Fig. 1: run 1, track usage over the die
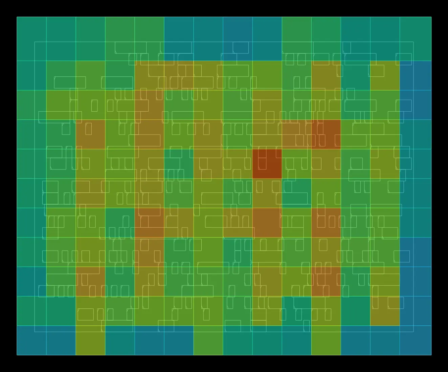
Fig. 2: run 1, sequential cells coloured by netlist name
Bar = 20 microns. Other sequential cells in the stronger grey, the rest of the logic in the fainter grey.
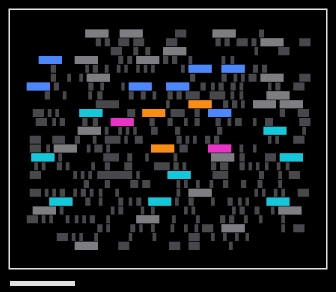
Fig. 3: run 1, logic cells by family
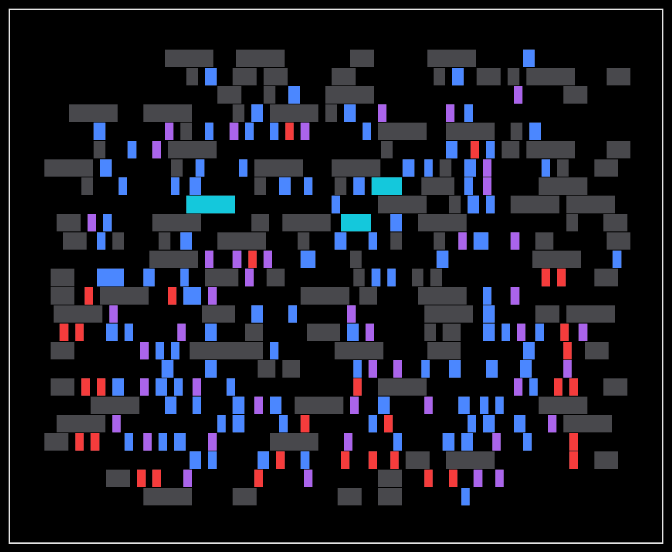
Fig. 4: run 1, cells coloured by class
Bar = 20 microns.
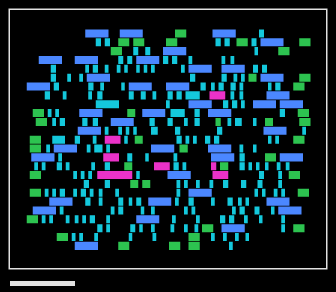
File: src/rtl/serial_subtractor.sv
// serial_subtractor: multi-cycle unsigned subtractor, difference = a - b.
// Processes DIGIT bits per clock, LSB digit first. A registered borrow
// carries between digits. Operands are accepted through a start/done
// handshake. WIDTH must be a multiple of DIGIT.
// Optional build macro: SERIAL_SUB_SAT_EN. When it is defined, a result
// with a final borrow saturates to zero. Without it, the result wraps.
module serial_subtractor #(
    parameter int WIDTH = 8,
    parameter int DIGIT = 1
) (
    input  logic             clk,
    input  logic             rst,
    input  logic             start,
    input  logic [WIDTH-1:0] a,
    input  logic [WIDTH-1:0] b,
    output logic             busy,
    output logic             done,
    output logic [WIDTH-1:0] difference,
    output logic             borrow,
    output logic             zero
);

    localparam int N  = WIDTH / DIGIT;
    localparam int CW = (N > 1) ? $clog2(N) : 1;

    // Reject configurations that cannot be split into whole digits.
    generate
        if (WIDTH < 1 || DIGIT < 1 || (WIDTH % DIGIT) != 0) begin : g_bad_cfg
            $error("serial_subtractor: DIGIT must be >= 1 and divide WIDTH exactly");
        end
    endgenerate

    typedef enum logic [1:0] {
        IDLE = 2'd0,
        RUN  = 2'd1,
        DONE = 2'd2
    } state_t;

    state_t            state_reg, state_next;
    logic [WIDTH-1:0]  a_sh_reg, a_sh_next;
    logic [WIDTH-1:0]  b_sh_reg, b_sh_next;
    logic [WIDTH-1:0]  acc_reg, acc_next;
    logic              borrow_int_reg, borrow_int_next;
    logic [CW-1:0]     cnt_reg, cnt_next;
    logic [WIDTH-1:0]  difference_reg, difference_next;
    logic              borrow_reg, borrow_next;
    logic              zero_reg, zero_next;
    logic              busy_reg, busy_next;
    logic              done_reg, done_next;

    // Per-digit arithmetic results, shared by the RUN branch.
    logic [DIGIT:0]    borrow_in_ext;
    logic [DIGIT:0]    digit_full;
    logic [WIDTH-1:0]  acc_shifted;
    logic [WIDTH-1:0]  final_value;

    // Next-state, datapath and output logic.
    always_comb begin
        state_next      = state_reg;
        a_sh_next       = a_sh_reg;
        b_sh_next       = b_sh_reg;
        acc_next        = acc_reg;
        borrow_int_next = borrow_int_reg;
        cnt_next        = cnt_reg;
        difference_next = difference_reg;
        borrow_next     = borrow_reg;
        zero_next       = zero_reg;

        // Subtract one digit in DIGIT+1 bits. The top bit is the borrow out,
        // because the result goes negative exactly when a borrow is needed.
        borrow_in_ext = {{DIGIT{1'b0}}, borrow_int_reg};
        digit_full    = {1'b0, a_sh_reg[DIGIT-1:0]}
                      - {1'b0, b_sh_reg[DIGIT-1:0]}
                      - borrow_in_ext;

        // The new digit enters at the MSB end. After N digits, the first
        // digit has reached bit 0.
        acc_shifted = (acc_reg >> DIGIT)
                    | (WIDTH'(digit_full[DIGIT-1:0]) << (WIDTH - DIGIT));

`ifdef SERIAL_SUB_SAT_EN
        final_value = digit_full[DIGIT] ? '0 : acc_shifted;
`else
        final_value = acc_shifted;
`endif

        case (state_reg)
            IDLE, DONE: begin
                if (start) begin
                    a_sh_next       = a;
                    b_sh_next       = b;
                    acc_next        = '0;
                    borrow_int_next = 1'b0;
                    cnt_next        = '0;
                    state_next      = RUN;
                end else begin
                    state_next = IDLE;
                end
            end
            RUN: begin
                a_sh_next       = a_sh_reg >> DIGIT;
                b_sh_next       = b_sh_reg >> DIGIT;
                acc_next        = acc_shifted;
                borrow_int_next = digit_full[DIGIT];
                cnt_next        = cnt_reg + 1'b1;
                if (cnt_reg == CW'(N - 1)) begin
                    difference_next = final_value;
                    borrow_next     = digit_full[DIGIT];
                    zero_next       = (final_value == '0);
                    state_next      = DONE;
                end
            end
            default: state_next = IDLE;
        endcase

        // busy and done are registered copies of the next state decode,
        // so no input reaches an output without passing through a flop.
        busy_next = (state_next == RUN);
        done_next = (state_next == DONE);
    end

    // State and datapath registers with synchronous reset.
    always_ff @(posedge clk) begin
        if (rst) begin
            state_reg      <= IDLE;
            a_sh_reg       <= '0;
            b_sh_reg       <= '0;
            acc_reg        <= '0;
            borrow_int_reg <= 1'b0;
            cnt_reg        <= '0;
            difference_reg <= '0;
            borrow_reg     <= 1'b0;
            zero_reg       <= 1'b1;
            busy_reg       <= 1'b0;
            done_reg       <= 1'b0;
        end else begin
            state_reg      <= state_next;
            a_sh_reg       <= a_sh_next;
            b_sh_reg       <= b_sh_next;
            acc_reg        <= acc_next;
            borrow_int_reg <= borrow_int_next;
            cnt_reg        <= cnt_next;
            difference_reg <= difference_next;
            borrow_reg     <= borrow_next;
            zero_reg       <= zero_next;
            busy_reg       <= busy_next;
            done_reg       <= done_next;
        end
    end

    assign busy       = busy_reg;
    assign done       = done_reg;
    assign difference = difference_reg;
    assign borrow     = borrow_reg;
    assign zero       = zero_reg;

endmodule
File: config.mk
export PLATFORM = sky130hd
export DESIGN_NAME = serial_subtractor
export DESIGN_NICKNAME = d
export VERILOG_FILES = /design/src/rtl/serial_subtractor.sv
export SDC_FILE = /design/constraint.sdc
export NUM_CORES = 1
export LEC_CHECK = 0
export ABC_AREA = 1
export CAP_MARGIN = 20
export CELL_PAD_IN_SITES_DETAIL_PLACEMENT = 1
export CELL_PAD_IN_SITES_GLOBAL_PLACEMENT = 2
export CORE_ASPECT_RATIO = 0.8
export CORE_MARGIN = 4
export CORE_UTILIZATION = 29
export CTS_CLUSTER_SIZE = 24
export DETAILED_ROUTE_END_ITERATION = 7
export MAX_ROUTING_LAYER = met4
export PLACE_DENSITY_LB_ADDON = 0.1
export RECOVER_POWER = 50
export SYNTH_ARGS = -nofsm -noshare
export SYNTH_HDL_FRONTEND = slang
export SYNTH_SLANG_ARGS = --single-unit
File: constraint.sdc
create_clock -name clk -period 1.7 [get_ports clk]
set_input_delay 0.255 -clock clk [delete_from_list [all_inputs] [get_ports clk]]
set_output_delay 0.255 -clock clk [all_outputs]
set_load 0.02 [all_outputs]
==> out/qor.csv, run 1 <==
stage,metric,value,unit
outcome,outcome,completed,
routing,vias per inst,4.33,
die,I/O pin count,31,
clock_network,postcts setup bufs,0,
timing,Final Hold Viols,0,
layout,fill count,766,
global_routing,vias in the first global route,1683,
die,vertical die size,79.3,microns
setup_path,crit-path max FO,2,
logic_synthesis,ys async rst share,0,
logic_synthesis,Commonest cells post-synth,"nand2_1, nand3_1, dfxtp_1, inv_1, nor2_1",
logic_synthesis,top-count cell post-synth,nand2_1,
timing,Slew Limit Fails,0,
placement,placed cell count,369,
placement,port bufs,30,
timing,period utilisation layout,0.876,
clock_network,post-cts hold-fix buffer tally,0,
routing,Routed Wire Length,4560,microns
power_and_ir_drop,Pwr Density,907,nW/um^2
global_routing,grt met3 use,0.0342,
routing,Initial DRT Pass Iterations,4,
logic_synthesis,"area share, top type",0.446,
logic_synthesis,ys cells,263,
clock_network,Clock Tree Buf Depth,2,
global_routing,Global Route Usage Sum,0.132,
routing,ANT nets after route,0,
die,Die W,97.1,microns
placement,Detailed Place HPWL,3250,microns
logic_synthesis,Cells after Synth,263,
hold_path,HP Class,flop to flop,
layout,Synth-to-Final Area Change,25.9,%
timing,Setup Viol. Count Final,0,
logic_synthesis,cell type with the largest total area,dfxtp_1,
timing,Final min period,1490,ps
setup_path,Worst path slowest cell,clkdlybuf4s50_1,
routing,Vias,1629,
setup_path,Crit path arrival time,1230,ps
logic_synthesis,Avg Synthesized Cell Area,7.00,sq um
clock_network,post_cts resized,0,
timing,setup TNS,0,ps
setup_path,CP max stage delay,610,ps
clock_network,# clock sinks,41,
layout,FF/Latch Area,821,sq um
setup_path,WP data required,1440,ps
timing,worst clock skew,6.13,ps
## Picture notes: Fig. 1
gr busiest metal: met2
fin util: 0.384
M1 GR Usage: 0.178
grt met2 use: 0.193
DR WL/cell: 12.1 microns

## Picture notes: Fig. 2
[magenta] state_reg | flops: 2
[blue] acc_reg | flops: 7
[cyan] a_sh_reg | flops: 8
[orange] cnt_reg | flops: 3
not coloured: 21
sequential cell area share: 0.354
P_seq: 1030 uW

## Picture notes: Fig. 3
[purple] inv cells | cells: 44
[red] nor cells | cells: 31
[cyan] fa/ha/maj cells | cells: 3
[blue] nand cells | cells: 103

## Picture notes: Fig. 4
[cyan] remaining logic cells | cells: 207 | share of their area: 41%
[green] remaining buffers and delay cells | cells: 40 | share of their area: 17%
[blue] sequential cells | cells: 41 | share of their area: 37%
[magenta] clock drivers and dummy loads | cells: 7 | share of their area: 4.7%
Core ar.: 6040 sq um
Core Rows: 25
Final Cell Area: 2320 sq um

[run 1: power by group]
group	total [uW]	leakage [uW]	internal (uW)	switching, uW
registers	1030	0.000335	1010	19.5
clock network	764	0.0000540	427	337
logic	313	0.000676	133	180
[run 1: final timing paths]
check / from / endpoint / slack (ps) / cells past startpoint
worst min-delay path: cnt_reg[0] / cnt_reg[0] / 470 / 1
worst max register to register: a_sh_reg[0] / zero / 280 / 6
worst min register to register: cnt_reg[0] / cnt_reg[0] / 470 / 1
worst max-delay path: difference[7] / difference[7] / 210 / 1
[run 1: metal layers]
layer  wire length, microns  share of wire  vias to the layer above
met5                      0              0                        -
met4                     52          0.011                        0
met3                    187          0.041                        4
met2                   1890           0.42                       27
met1                   2420           0.53                      727
li1                       -              -                      871
[run 1: layout make-up]
type	count	area share
sequential	41	0.354
multi-input combinational	163	0.325
timing repair buffer	40	0.161
inverter	44	0.0712
tap	81	0.0437
clock buffer	5	0.0297
clock inverter	2	0.0151
[run 1: stage by stage]
stage | worst slack (ps) | util
finish | 210 | 0.384
global route | 80.2 | 0.384
CTS | 192 | 0.384
detailed placement | 190 | 0.367
global placement | 200 | 0.367
floorplan | 489 | -
[run 1: cells in the final DEF (no fill, tap or decap), types with 2 or more instances in the layout]
cell / instances
nand2_1: 51
nand3_1: 48
inv_1: 42
dfxtp_1: 41
nor2_1: 31
clkdlybuf4s50_1: 30
a21oi_1: 18
buf_4: 9
o21ai_0: 8
clkbuf_8: 5
inv_2: 2
nand2_2: 2
ha_1: 2
[run 1: kinds of logic after synthesis]
family / Yosys count / share of synthesized area
and+or+nand+nor: 134 / 0.315
buffers and inverters: 59 / 0.145
DFF: 41 / 0.446
AOI/OAI and AO/OA: 26 / 0.0707
adders and majority gates: 3 / 0.0245
Fig. 5: run 1, routed clock nets over the placement
Bar = 20 microns.
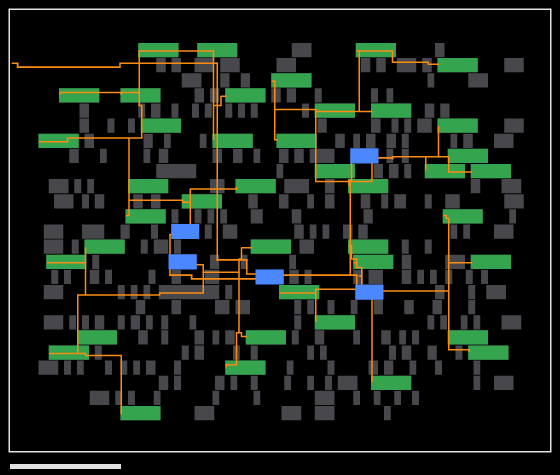

==> inputs of run 2 (changes only) <==
--- a/config.mk
+++ b/config.mk
@@ -11,9 +11,10 @@
 export CELL_PAD_IN_SITES_GLOBAL_PLACEMENT = 2
 export CORE_ASPECT_RATIO = 0.8
 export CORE_MARGIN = 4
-export CORE_UTILIZATION = 29
+export CORE_UTILIZATION = 28
 export CTS_CLUSTER_SIZE = 24
 export DETAILED_ROUTE_END_ITERATION = 7
+export HOLD_SLACK_MARGIN = 0.05
 export MAX_ROUTING_LAYER = met4
 export PLACE_DENSITY_LB_ADDON = 0.1
 export RECOVER_POWER = 50
Fig. 6: run 2, routed clock nets over the placement
Bar = 20 microns.
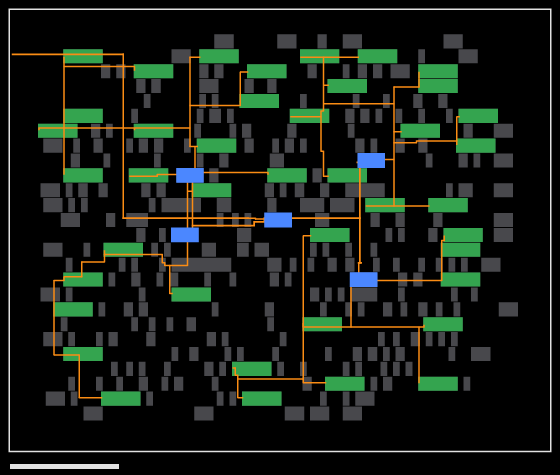
[green] flip-flops | count: 41
[blue] clock-net drivers | count: 5
[orange] clock wires | length: 598 microns
routed clock nets: 6
Clk pwr share: 0.379
clk ins delay skew pair: 290 ps
clock network power: 820 uW
worst clock skew: 6.75 ps

Fig. 7: run 2, sequential cells coloured by netlist name
Bar = 20 microns. Other sequential cells in the stronger grey, the rest of the logic in the fainter grey.
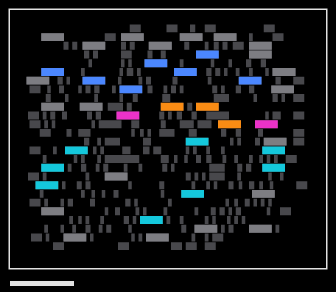
FF/Latch Area: 821 sq um
sequential cell area share: 0.352
fin util: 0.366

Fig. 8: run 2, cells coloured by class
Bar = 20 microns.
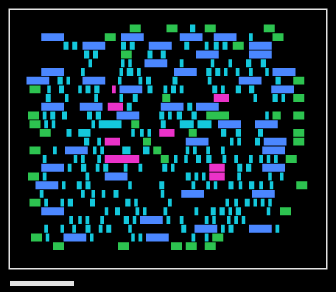
[blue] sequential cells | cells: 41 | share of their area: 37%
[cyan] remaining logic cells | cells: 207 | share of their area: 41%
[green] remaining buffers and delay cells | cells: 38 | share of their area: 17%
[magenta] clock drivers and dummy loads | cells: 8 | share of their area: 5.2%

==> run 2 against run 1 <==
  * Worst hold slack got worse by 3.9 ps
  * Largest cell class unchanged
  * Wire length rose by 2.7%
  * Final area rose by 0.70%
  * Clock skew rose by 0.61 ps
  * Highest routed layer unchanged
  * Via count rose by 0.98%
  * Power rose by 2.9%
  * Die size rose by 3.2%
  * Register-to-register slack got worse by 50 ps
==> out/qor.csv, run 2 <==
stage,metric,value,unit,change
outcome,outcome,completed,,
layout,most frequent cells in the layout,"nand2_1, nand3_1, inv_1",,
routing,Routed Wire Length,4680,microns,+2.7%
hold_path,HP Class,flop to flop,,
die,vertical die size,80.5,microns,+1.6%
logic_synthesis,cell type with the largest total area,dfxtp_1,,
logic_synthesis,"area share, top type",0.446,,unchanged
routing,ANT nets after route,0,,unchanged
timing,setup TNS,0,ps,unchanged
setup_path,CP max stage delay,610,ps,about the same
placement,Place WS,171,ps,-18.2 ps
setup_path,Worst path slowest cell,clkdlybuf4s50_1,,
global_routing,Global Route Usage Sum,0.132,,+0.000627
timing,Slew Limit Fails,0,,unchanged
routing,DR WL/cell,12.4,microns,+2.1%
die,Core ar.,6380,sq um,+5.6%
power_and_ir_drop,Pwr Density,927,nW/um^2,+2.2%
logic_synthesis,top-count cell post-synth,nand2_1,,
clock_network,post-cts hold-fix buffer tally,0,,unchanged
placement,placed cell count,370,,+0.27%
die,Die W,98.7,microns,+1.6%
layout,Final Cell Area,2330,sq um,+0.70%
timing,period utilisation layout,0.878,,+0.00183
setup_path,WP data required,1440,ps,about the same
timing,final setup margin,207,ps,-3.11 ps
layout,dominant logic cell type in the layout,nand2_1,,
routing,Initial DRT Pass Iterations,4,,unchanged
logic_synthesis,ys async rst share,0,,unchanged
clock_network,Clock Tree Buf Depth,2,,unchanged
die,I/O pin count,31,,unchanged
layout,Synth-to-Final Area Change,26.8,%,
run 2: cell counts after synthesis:
No cell type changed its count.
run 2: final timing paths:
kind / startpoint / to / slack, ps / cells past startpoint
max: difference[7] / difference[7] / 210 / 1
min reg2reg: difference[0] / difference[0] / 470 / 2
max reg2reg: a_sh_reg[0] / zero / 230 / 6
min: difference[0] / difference[0] / 470 / 2
run 2: cell type report:
cell class / instances / share of cell area
Sequential cell: 41 / 0.352
Clock buffer: 7 / 0.0370
Inverter: 44 / 0.0707
Timing Repair Buffer: 38 / 0.160
Clock inverter: 1 / 0.0129
Multi-Input combinational cell: 163 / 0.323
Tap cell: 84 / 0.0450
run 2: logic make-up after synthesis:
group,share of synthesized area
buffers and inverters,0.145
and+or+nand+nor,0.315
adders and majority gates,0.0245
AOI/OAI and AO/OA,0.0707
DFF,0.446
run 2: where the power goes:
group	internal (uW)	total [uW]	leakage, uW	switching [uW]
logic	133	318	0.000671	186
registers	1010	1030	0.000335	18.7
clock network	479	820	0.0000585	340
total	1620	2160	0.00106	545
run 2: layer usage:
metal | global-route usage | wire length [microns]
met5 | - | 0
met4 | 0.0368 | 48
met3 | 0.0321 | 189
met2 | 0.172 | 1790
met1 | 0.198 | 2660
run 2: metrics by stage:
step / power, uW / hold WS [ps]
after global placement: 1370 / 453
after global routing: 2300 / 509
after detailed placement: 1370 / 455
final: 2160 / 467
after floorplan: 1270 / 390
after CTS: 2200 / 468
Power and IR drop assume default switching activity.
